Run 1, PDN straps and rails:
Scale: 2 px per µm. Pins as bars on the die edge. Tap cells in grey.
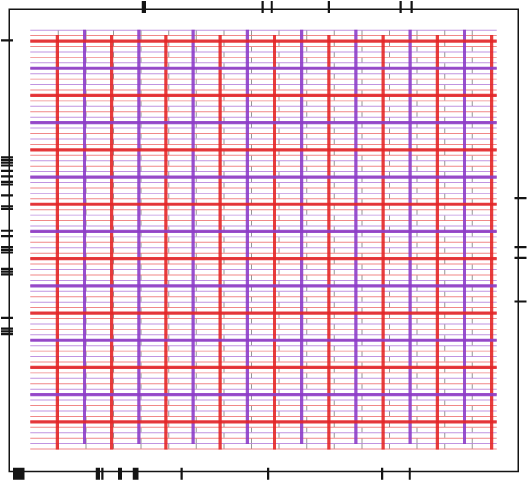
Run 1, placement by cell class:
Scale: 2 px per µm. Fill, decap, tap and diode cells in grey.
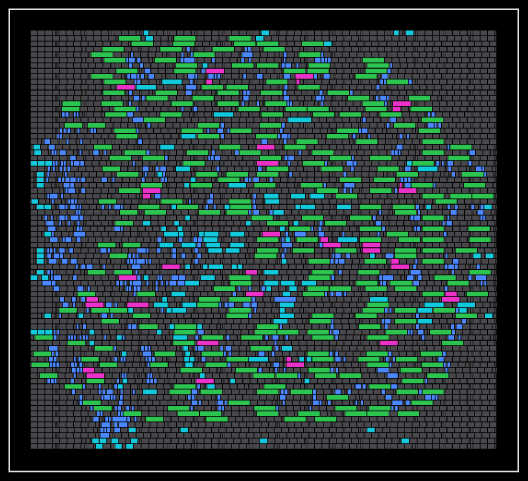
Run 1, clock distribution:
Scale: 1.5 px per µm.
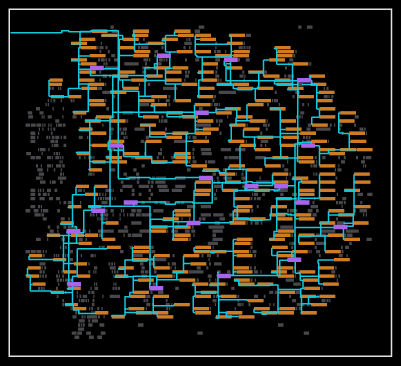
Run 1, signal wires by layer:
Scale: 2 px per µm.
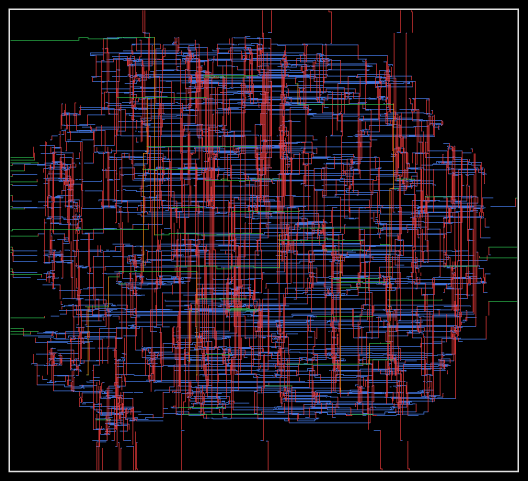
### src/rtl/fir_out_collector_if.sv
// Output stream of the FIR collector: signed scaled samples with valid/ready.
// No logic of its own; carries one sample per accepted transfer.
// The master holds m_data/m_valid stable while m_ready is low.
interface fir_out_collector_if #(
    parameter int OUT_W = 16
);
    logic signed [OUT_W-1:0] m_data;
    logic                    m_valid;
    logic                    m_ready;

    modport master (output m_data, output m_valid, input m_ready);
    modport slave  (input m_data, input m_valid, output m_ready);
endinterface

### src/rtl/fir_out_collector.sv
// Collects FIR output, drops warm-up samples, rounds/shifts/saturates, buffers in a FWFT FIFO.
// Latency: sample captured at edge k, written at edge k+1, visible on m_valid after k+1.
// Backpressure: FIFO absorbs stalls; when full, new samples are dropped and overflow sticks.
module fir_out_collector #(
    parameter int N_TAPS = 21,
    parameter int ACC_W  = 24,
    parameter int OUT_W  = 16,
    parameter int SHIFT  = 7,
    parameter int DEPTH  = 16
) (
    input  logic                        clk,
    input  logic                        rst_p,
    input  logic                        sample_en,
    input  logic signed [ACC_W-1:0]     y_in,
    input  logic                        flush,
    fir_out_collector_if.master         m_if,
    output logic [$clog2(DEPTH):0]      fill_level,
    output logic                        overflow,
    output logic                        warm_done
);
    localparam int CNT_W = $clog2(N_TAPS);
    localparam int PTR_W = $clog2(DEPTH);
    localparam int LVL_W = PTR_W + 1;

    // Rounding constant and saturation limits, all in the widened ACC_W+1 domain
    localparam logic signed [ACC_W:0] RND     = (ACC_W+1)'(64'd1 << (SHIFT - 1));
    localparam logic signed [ACC_W:0] SAT_MAX = (ACC_W+1)'((64'd1 << (OUT_W - 1)) - 64'd1);
    localparam logic signed [ACC_W:0] SAT_MIN = ~SAT_MAX;

    typedef enum logic {WARM, RUN} state_t;

    state_t                  state;
    logic [CNT_W-1:0]        discard_cnt;

    logic signed [ACC_W:0]   t_sum;
    logic signed [ACC_W:0]   s_shr;
    logic signed [OUT_W-1:0] s_sat;

    logic                    stage_vld;
    logic [OUT_W-1:0]        stage_dat;

    logic [OUT_W-1:0]        mem [DEPTH];
    logic [PTR_W-1:0]        wr_ptr;
    logic [PTR_W-1:0]        rd_ptr;
    logic                    full;
    logic                    pop;
    logic                    push;

    // Warm-up FSM: count off the pipeline-fill samples, then keep everything until flush
    always_ff @(posedge clk or posedge rst_p) begin
        if (rst_p) begin
            state       <= WARM;
            discard_cnt <= '0;
            warm_done   <= 1'b0;
        end else if (flush) begin
            state       <= WARM;
            discard_cnt <= '0;
            warm_done   <= 1'b0;
        end else begin
            case (state)
                WARM: begin
                    if (sample_en) begin
                        discard_cnt <= discard_cnt + 1'b1;
                        if (discard_cnt == CNT_W'(N_TAPS - 2)) begin
                            state     <= RUN;
                            warm_done <= 1'b1;
                        end
                    end
                end
                RUN: begin
                    state <= RUN;
                end
                default: begin
                    state <= WARM;
                end
            endcase
        end
    end

    // Round half-up, floor shift, clamp to the signed OUT_W range; the extra bit avoids wrap
    always_comb begin
        t_sum = {y_in[ACC_W-1], y_in} + RND;
        s_shr = t_sum >>> SHIFT;
        if (s_shr > SAT_MAX) begin
            s_sat = SAT_MAX[OUT_W-1:0];
        end else if (s_shr < SAT_MIN) begin
            s_sat = SAT_MIN[OUT_W-1:0];
        end else begin
            s_sat = s_shr[OUT_W-1:0];
        end
    end

    // Scale stage register: one kept sample per sample_en while running
    always_ff @(posedge clk or posedge rst_p) begin
        if (rst_p) begin
            stage_vld <= 1'b0;
            stage_dat <= '0;
        end else if (flush) begin
            stage_vld <= 1'b0;
        end else begin
            stage_vld <= sample_en && (state == RUN);
            if (sample_en) begin
                stage_dat <= s_sat;
            end
        end
    end

    assign full           = (fill_level == LVL_W'(DEPTH));
    assign m_if.m_valid   = (fill_level != '0);
    assign pop            = m_if.m_valid && m_if.m_ready;
    // A full FIFO still accepts a write when the head leaves on the same edge
    assign push           = stage_vld && (!full || pop);
    assign m_if.m_data    = m_if.m_valid ? mem[rd_ptr] : '0;

    // Storage array: no reset needed, contents only observed through valid entries
    always_ff @(posedge clk) begin
        if (push && !flush) begin
            mem[wr_ptr] <= stage_dat;
        end
    end

    // FIFO pointers, occupancy and sticky overflow; flush overrides any same-edge push/pop
    always_ff @(posedge clk or posedge rst_p) begin
        if (rst_p) begin
            wr_ptr     <= '0;
            rd_ptr     <= '0;
            fill_level <= '0;
            overflow   <= 1'b0;
        end else if (flush) begin
            wr_ptr     <= '0;
            rd_ptr     <= '0;
            fill_level <= '0;
            overflow   <= 1'b0;
        end else begin
            if (push) begin
                wr_ptr <= wr_ptr + 1'b1;
            end
            if (pop) begin
                rd_ptr <= rd_ptr + 1'b1;
            end
            case ({push, pop})
                2'b10:   fill_level <= fill_level + 1'b1;
                2'b01:   fill_level <= fill_level - 1'b1;
                default: fill_level <= fill_level;
            endcase
            if (stage_vld && !push) begin
                overflow <= 1'b1;
            end
        end
    end
endmodule
### src/flat_wrapper.sv
// flat-port wrapper written by rule: the top's interface ports become plain ports
module fir_out_collector_flat 
#(
    parameter int N_TAPS = 21,
    parameter int ACC_W  = 24,
    parameter int OUT_W  = 16,
    parameter int SHIFT  = 7,
    parameter int DEPTH  = 16
)
  (clk, rst_p, sample_en, y_in, flush, fill_level, overflow, warm_done, m_if_m_data, m_if_m_valid, m_if_m_ready);
  fir_out_collector_if #(.OUT_W(OUT_W)) m_if_i ();
  input  logic clk;
  input  logic rst_p;
  input  logic sample_en;
  input  logic signed [ACC_W-1:0] y_in;
  input  logic flush;
  output logic [$clog2(DEPTH):0] fill_level;
  output logic overflow;
  output logic warm_done;
  output wire logic [$bits(m_if_i.m_data)-1:0] m_if_m_data;
  output wire logic [$bits(m_if_i.m_valid)-1:0] m_if_m_valid;
  input wire logic [$bits(m_if_i.m_ready)-1:0] m_if_m_ready;
  assign m_if_m_data = m_if_i.m_data;
  assign m_if_m_valid = m_if_i.m_valid;
  assign m_if_i.m_ready = m_if_m_ready;
  fir_out_collector #(.N_TAPS(N_TAPS), .ACC_W(ACC_W), .OUT_W(OUT_W), .SHIFT(SHIFT), .DEPTH(DEPTH)) u_core (.clk(clk), .rst_p(rst_p), .sample_en(sample_en), .y_in(y_in), .flush(flush), .m_if(m_if_i), .fill_level(fill_level), .overflow(overflow), .warm_done(warm_done));
endmodule
### config.mk
export PLATFORM = sky130hd
export DESIGN_NAME = fir_out_collector_flat
export DESIGN_NICKNAME = d
export VERILOG_FILES = /design/src/rtl/fir_out_collector_if.sv /design/src/rtl/fir_out_collector.sv /design/src/flat_wrapper.sv
export SDC_FILE = /design/constraint.sdc
export NUM_CORES = 1
export LEC_CHECK = 0
export ABC_AREA = 1
export CORE_ASPECT_RATIO = 0.9
export CORE_MARGIN = 10
export CORE_UTILIZATION = 25
export CTS_CLUSTER_DIAMETER = 80
export CTS_CLUSTER_SIZE = 28
export DETAILED_ROUTE_END_ITERATION = 16
export PLACE_DENSITY_LB_ADDON = 0.05
export REMOVE_ABC_BUFFERS = 1
export SETUP_SLACK_MARGIN = 0.2
export SLEW_MARGIN = 20
export SYNTH_ARGS = -nofsm -noshare
export SYNTH_HDL_FRONTEND = slang
export SYNTH_SLANG_ARGS = --single-unit
### constraint.sdc
create_clock -name clk -period 2.8 [get_ports clk]
set_input_delay 0.56 -clock clk [delete_from_list [all_inputs] [get_ports clk]]
set_output_delay 0.56 -clock clk [all_outputs]
set_load 0.02 [all_outputs]
==> deck_impl_summary.md, run 1 <==
Physical Implementation Snapshot

Pwr
  – Clock share of power: 27.9%
  – Combinational fraction of design power: 29.7%
  – Combinational cell power: 3.65 mW
  – Overall power: 12.29 mW
  – Pwr/cell area: 774.2 nW/µm²
  – Internal Power: 8.292 mW
  – Pwr top: registers
  – Sw power: 3.996 mW
  – Max VDD drop: 428.5 µV
  – Seq pwr share: 42.4%
  – Net Sw Frac: 32.52%

Floorplanning
  – Die width: 253.8 µm
  – Die Height: 230.4 µm
  – # rows: 77
  – Die area: 58470 µm²
  – Fp util: 25.17%

Final layout
  – Top reg by flops: u_core.mem
  – NumNets Final: 1151
  – MI comb area: 3506 µm²
  – Fin area: 15870 µm²
  – Layout cells sized above 1: 23.29%
  – Layout fillers: 4880
  – Max FFs per register: 256
  – Largest regs: u_core.mem: 256 flops, u_core.stage_dat: 16 flops
  – Final core utilization: 32.49%

Route
  – Vias: 8138
  – DR vias/cell: 4.629
  – Final WL: 39160 µm
  – Mean routed wirelength per cell: 22.27 µm

Timing
  – Fmax: 347.2 MHz
  – PnR worst setup slack: -80.05 ps
  – Cycle use final: 102.9%
  – Fin crit period: 2880 ps
  – RSZ-0062 raised after global routing: true
  – Final Max Slew Viols: 0
  – Worst Max-Slew Pin Slew: 745.0 ps
  – Setup violators final: 14
  – Setup TNS: -574.1 ps
  – Max-slew headroom: 50.34%

Setup path
  – Crit path DRT: 2240 ps
  – Slowest CP cell: dfrtp_4
  – Critical Path AT: 2320 ps
  – Most frequent CP cell: buf_12
  – Max incr delay on CP: 510 ps
  – Worst Path Max Fanout: 8
  – FF-to-FF End: u_core.fill_level[4]$_DFFE_PP0P_
  – CP Launch Type: flop
  – Critical Path End: m_if_m_data[8]
  – Delay-heaviest family, CP: buffers and inverters
  – R2R Setup Slk: 550 ps
  – CP bufs+invs: 5
  – Crit path depth: 9
  – R2r startpoint: u_core.fill_level[1]$_DFFE_PP0P_
  – CP Launch Point: u_core.rd_ptr[0]$_DFFE_PP0P_

Synthesis
  – # Cells Yosys: 995
  – Netlist cell types: 32
  – Mean Syn Cell Area: 12.36 µm²
  – Post-synth top area share: 62.52%
  – Synth Seq Share: 70.25%
  – Post-Synthesis Cells: 995
  – Chip Area, Yosys: 12300 µm²
  – Yosys warns: 0
  – Top cells, area: edfxtp_1, dfrtp_1, o21ai_0
  – Mapped Area: 12300 µm²

Place
  – Port Buf Inserts: 46
  – Placed cell count: 1693
  – DP Worst Slack: -82.07 ps
  – Area after DPL: 14310 µm²
  – Final HPWL DP: 23640 µm
  – RePlAce Congestion: 0.7554

Global routing
  – Largest net degree at the start of global routing: 28
  – GRT overflow: 0
  – Tot GR Track Use: 13.28%
  – Initial antenna violation count: 0
  – First-pass GRT wire length: 57680 µm
  – Vias in the first global route: 8463

Clock network
  – CTS Buf Count: 20
  – H-tree Lvls: 1
  – Root buf cell: clkbuf_16
  – Post-CTS Hold Buffers: 0
  – Post_cts resized: 149

Job
  – Max-Cap Viols: 0
  – Tool Warnings: 36

Worst hold path
  – Hold crit path type: input pin to asynchronous set/reset pin

Outcome
  – Failing checks: setup timing
  – Outcome: finished, violations left
Back to the opening pictures, 'PDN straps and rails':
[VSS] red
[VDD] purple
signal pins: 53
rows: 77
met1 rails: 78

Back to the opening pictures, 'placement by cell class':
[all other logic] blue | cells: 644
[flip-flops] green | cells: 294
[clock drivers and dummy loads] magenta | cells: 36
[other buffers and delay cells] cyan | cells: 151

Back to the opening pictures, 'clock distribution':
[flip-flops] orange | count: 294
[cells driving clock nets] purple | count: 20
[clock wires] cyan | length: 4040 µm
flops lie: widely spread
routed clock nets: 21

Back to the opening pictures, 'signal wires by layer':
[met2] red | wire length: 18000 µm
[met3] green | wire length: 1330 µm
[met1] blue | wire length: 19300 µm
[met4] orange | wire length: 539 µm

## run 1: layer usage
metal / routed length (µm) / up-vias / track usage, % / part of all wire, %
met4: 538 / 0 / 2.262 / 1.4
li1: - / 3881 / - / -
met3: 1331 / 30 / 1.999 / 3.4
met2: 17980 / 110 / 21.22 / 46
met5: 0 / - / 0 / 0
met1: 19310 / 4117 / 18.94 / 49
## run 1: final cells by class
type                    count  share of cell area [%]
clock buffers              21                   3.311
repair buffers            151                   12.45
flip-flops and latches    294                   54.46
well taps                 632                   4.982
repair inverters            1                  0.1025
clock inverters            15                   1.419
inverters                  42                   1.175
diodes                      1                 0.01577
multi-input cells         601                   22.09
## run 1: kinds of logic (layout without fill, tap and decap cells)
group / after synthesis / after routing / share of synthesized area [%]
simple gates: 318 / 318 / 11.14
flops: 294 / 294 / 70.25
compound gates: 254 / 254 / 12.77
buf+inv: 100 / 230 / 3.378
xor+xnor: 18 / 18 / 1.282
fa+ha+maj: 11 / 11 / 1.180
other cells: 0 / 1 / 0
## run 1: cells in the final DEF, fill, tap and decap left out, types with 3 or more instances in the layout
master / instances
a21oi_1: 14
a21oi_2: 27
buf_12: 37
buf_16: 7
buf_4: 52
buf_6: 19
clkbuf_16: 24
clkdlybuf4s50_1: 30
clkinv_1: 3
dfrtp_1: 36
edfxtp_1: 256
ha_1: 10
inv_1: 35
inv_12: 3
inv_2: 3
inv_8: 4
nand2_1: 58
nand2_2: 13
nand3_1: 45
nand3_2: 5
nand4_1: 4
nor2_1: 154
nor2_2: 21
nor2_4: 6
nor3_1: 5
nor3_2: 4
o21ai_0: 111
o21ai_1: 28
o21ai_2: 7
o221ai_1: 53
o221ai_2: 11
xnor2_1: 7
xor2_1: 11
## Run 2: what changed since run 1
CTS_BUF_LIST = sky130_fd_sc_hd__clkbuf_4 sky130_fd_sc_hd__clkbuf_8   (was default)
REMOVE_ABC_BUFFERS = default   (was 1)
Run 2, track usage over the die:
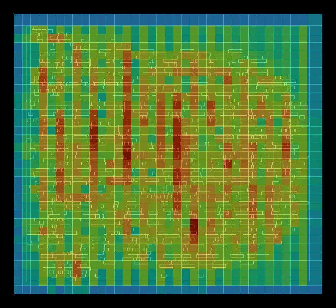
Top Usage Layer GRT: met2
mean routed wirelength per cell: 23.45 µm

Run 2, signal wires by layer:
Scale: 2 px per µm.
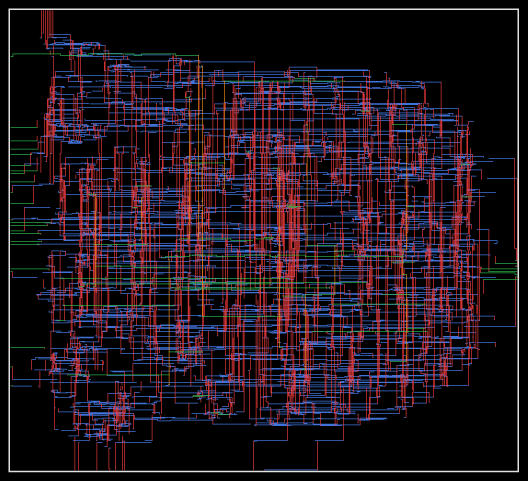
[met1] blue | wire length: 20.0 mm
[met2] red | wire length: 18900 µm
[met3] green | wire length: 1610 µm
[met4] orange | wire length: 802 µm

==> run 2 against run 1 <==
  * The run still ends with setup timing left
  * Die size stayed put
  * Area after synthesis stayed put
  * Register-to-register slack worse by 50 ps
  * Clock skew is 6.7 ps higher
  * Synthesized cell count stayed put
  * Routed wire length is 5.6% higher
  * Critical path depth stayed put
  * Cell count is 0.34% higher
  * Setup slack worse by 95 ps
  * Utilization is 0.31 points lower
  * Critical path type unchanged
==> deck_impl_summary.md, run 2 <==
Physical Implementation Snapshot

Clock network
  – CTS Sinks: 294 (unchanged)
  – Root buf cell: clkbuf_8 (was clkbuf_16)
  – H-tree Lvls: 1 (unchanged)
  – CTS Buf Count: 20 (unchanged)

Setup path
  – CP Launch Type: flop (unchanged)
  – Crit path DRT: 2240 ps (about the same)
  – R2r startpoint: u_core.fill_level[1]$_DFFE_PP0P_ (unchanged)
  – R2R Setup Slk: 500 ps (was 550 ps)
  – Critical Path AT: 2420 ps (was 2320 ps)
  – FF-to-FF End: u_core.fill_level[4]$_DFFE_PP0P_ (unchanged)

Synthesis
  – Netlist cell types: 32 (unchanged)
  – Post-synth top area share: 62.52% (unchanged)
  – Mean Syn Cell Area: 12.36 µm² (unchanged)
  – Synth Seq Share: 70.25% (unchanged)
  – Top cells, area: edfxtp_1, dfrtp_1, o21ai_0 (unchanged)
  – Post-Synthesis Cells: 995 (unchanged)
  – Yosys warns: 0 (unchanged)
  – Mapped Area: 12300 µm² (unchanged)
  – Chip Area, Yosys: 12300 µm² (unchanged)

Timing
  – Fmax: 336.1 MHz (was 347.2 MHz)
  – Max-slew headroom: 50.05% (was 50.34%)
  – Cycle use final: 106.3% (was 102.9%)
  – Setup TNS: -2154 ps (was -574.1 ps)
  – Setup violators final: 16 (was 14)
  – Worst Max-Slew Pin Slew: 749.2 ps (was 745.0 ps)
  – RSZ-0062 raised after global routing: true (unchanged)
  – Fin crit period: 2975 ps (was 2880 ps)
  – PnR worst setup slack: -175.4 ps (was -80.05 ps)
  – Fin Hold WS: 338.0 ps (was 253.2 ps)

Route
  – Met2 WL: 18910 µm (was 17980 µm)
  – DR vias/cell: 4.695 (was 4.629)
  – M1 wire length: 20040 µm (was 19310 µm)
  – Top Layer Used: met4 (unchanged)
  – Met3 wire length: 1610 µm (was 1331 µm)
  – Final WL: 41360 µm (was 39160 µm)
  – Vias: 8282 (was 8138)

Global routing
  – Met1 Usage GRT: 19.51% (was 18.94%)
  – Vias in the first global route: 8266 (was 8463)
  – First-pass GRT wire length: 59100 µm (was 57680 µm)
  – Initial antenna violation count: 1 (was 0)
  – Routing usage on met2: 21.94% (was 21.22%)
  – GRT overflow: 0 (unchanged)
  – Largest net degree at the start of global routing: 34 (was 28)
  – M3 GR Usage: 1.842% (was 1.999%)

Pwr
  – Max VDD drop: 328.8 µV (was 428.5 µV)
  – Sw power: 4.080 mW (was 3.996 mW)
  – Pwr top: registers (unchanged)
  – Internal Power: 7.799 mW (was 8.292 mW)
  – Combinational cell power: 3.91 mW (was 3.65 mW)
  – Overall power: 11.88 mW (was 12.29 mW)
  – Pwr/cell area: 755.7 nW/µm² (was 774.2 nW/µm²)
  – Clock share of power: 23.1% (was 27.9%)
  – Combinational fraction of design power: 32.9% (was 29.7%)
  – Net Sw Frac: 34.35% (was 32.52%)
  – Seq pwr share: 44.0% (was 42.4%)

Final layout
  – Fin area: 15720 µm² (was 15870 µm²)
  – NumNets Final: 1158 (was 1151)
  – Layout cells sized above 1: 23.85% (was 23.29%)
  – Most common logic cells in the final layout: edfxtp_1, nor2_1, o21ai_0 (unchanged)
  – Antenna cells: 0 (was 1)
  – Most frequent logic cell in the layout: edfxtp_1 (unchanged)
  – Top reg by flops: u_core.mem (unchanged)
  – Final core utilization: 32.18% (was 32.49%)
  – Max FFs per register: 256 (unchanged)
  – Synth-to-layout area growth: 27.84% (was 29.07%)

Floorplanning
  – Die Height: 230.4 µm (unchanged)
  – Fp util: 25.17% (unchanged)
  – # rows: 77 (unchanged)
  – Die width: 253.8 µm (unchanged)

Job
  – Tool Warnings: 37 (was 36)
  – Max-Cap Viols: 0 (unchanged)

Worst hold path
  – Hold crit path type: input pin to asynchronous set/reset pin (unchanged)

Outcome
  – Outcome: finished, violations left (unchanged)
  – Failing checks: setup timing (unchanged)

Place
  – Final HPWL DP: 24700 µm (was 23640 µm)
  – DP Worst Slack: -74.94 ps (was -82.07 ps)
  – Area after DPL: 14200 µm² (was 14310 µm²)
  – Port Buf Inserts: 46 (unchanged)
  – RePlAce Congestion: 0.7151 (was 0.7554)
Run 2, PDN straps and rails:
Scale: 2 px per µm. Pins as bars on the die edge. Tap cells in grey.
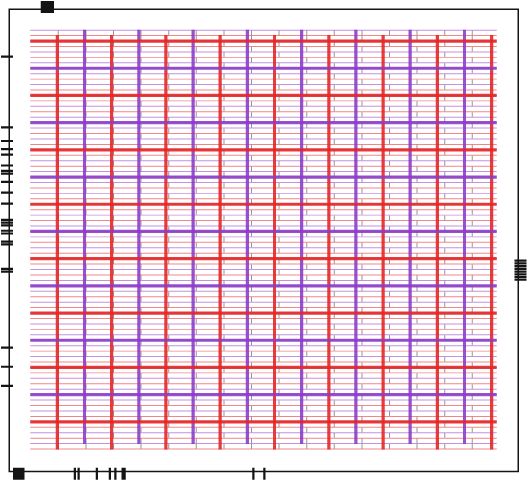
[VDD] purple
[VSS] red
met4 straps: 17
met5 straps: 15
tap cells: 632
met1 rails: 78

[run 2: cell counts after synthesis]
Identical to the previous run, type by type.
[run 2: cell families (layout without fill, tap and decap cells)]
group / after synthesis / in the layout / share of synthesized area (%)
fa+ha+maj: 11 / 11 / 1.180
simple gates: 318 / 318 / 11.14
compound gates: 254 / 254 / 12.77
flops: 294 / 294 / 70.25
buf+inv: 100 / 237 / 3.378
xor+xnor: 18 / 18 / 1.282
[run 2: worst max-delay path by stage]
stage / start / end / depth (start not counted)
floorplan: u_core.fill_level[1]$_DFFE_PP0P_ / u_core.mem[11][0]$_DFFE_PP_ / 6
global placement: u_core.rd_ptr[0]$_DFFE_PP0P_ / m_if_m_data[9] / 7
detailed placement: u_core.rd_ptr[0]$_DFFE_PP0P_ / m_if_m_data[9] / 7
CTS: u_core.rd_ptr[0]$_DFFE_PP0P_ / m_if_m_data[10] / 9
global route: u_core.rd_ptr[0]$_DFFE_PP0P_ / m_if_m_data[6] / 9
finish: u_core.rd_ptr[0]$_DFFE_PP0P_ / m_if_m_data[3] / 9
[run 2: area by class of cell]
class | count | area (µm²)
clock buffers | 21 | 289.0
clock inverters | 15 | 234.0
fillers | 4889 | 33130
inverters | 42 | 170.2
multi-input cells | 601 | 3526
flip-flops and latches | 294 | 8643
well taps | 632 | 790.8
repair buffers | 159 | 2067
[run 2: critical path: stages (launching register included)]
cell and delay (ps):
dfrtp_4 580, buf_4 160, buf_6 130, buf_12 140
o21ai_0 180, o221ai_1 140, nand3_1 110, a21oi_1 70
buf_4 150, buf_4 150
[run 2: timing repair]
action | 4_1_cts | 5_1_grt
buffers inserted | 17 | 10
gates cloned | 8 | 4
pin swaps | 28 | 42
endpoints found under the hold margin | 0 | 0
setup endpoints to repair | 16 | 17
hold buffers | 0 | 0
resized | 134 | 75
Power and IR drop assume default switching activity.
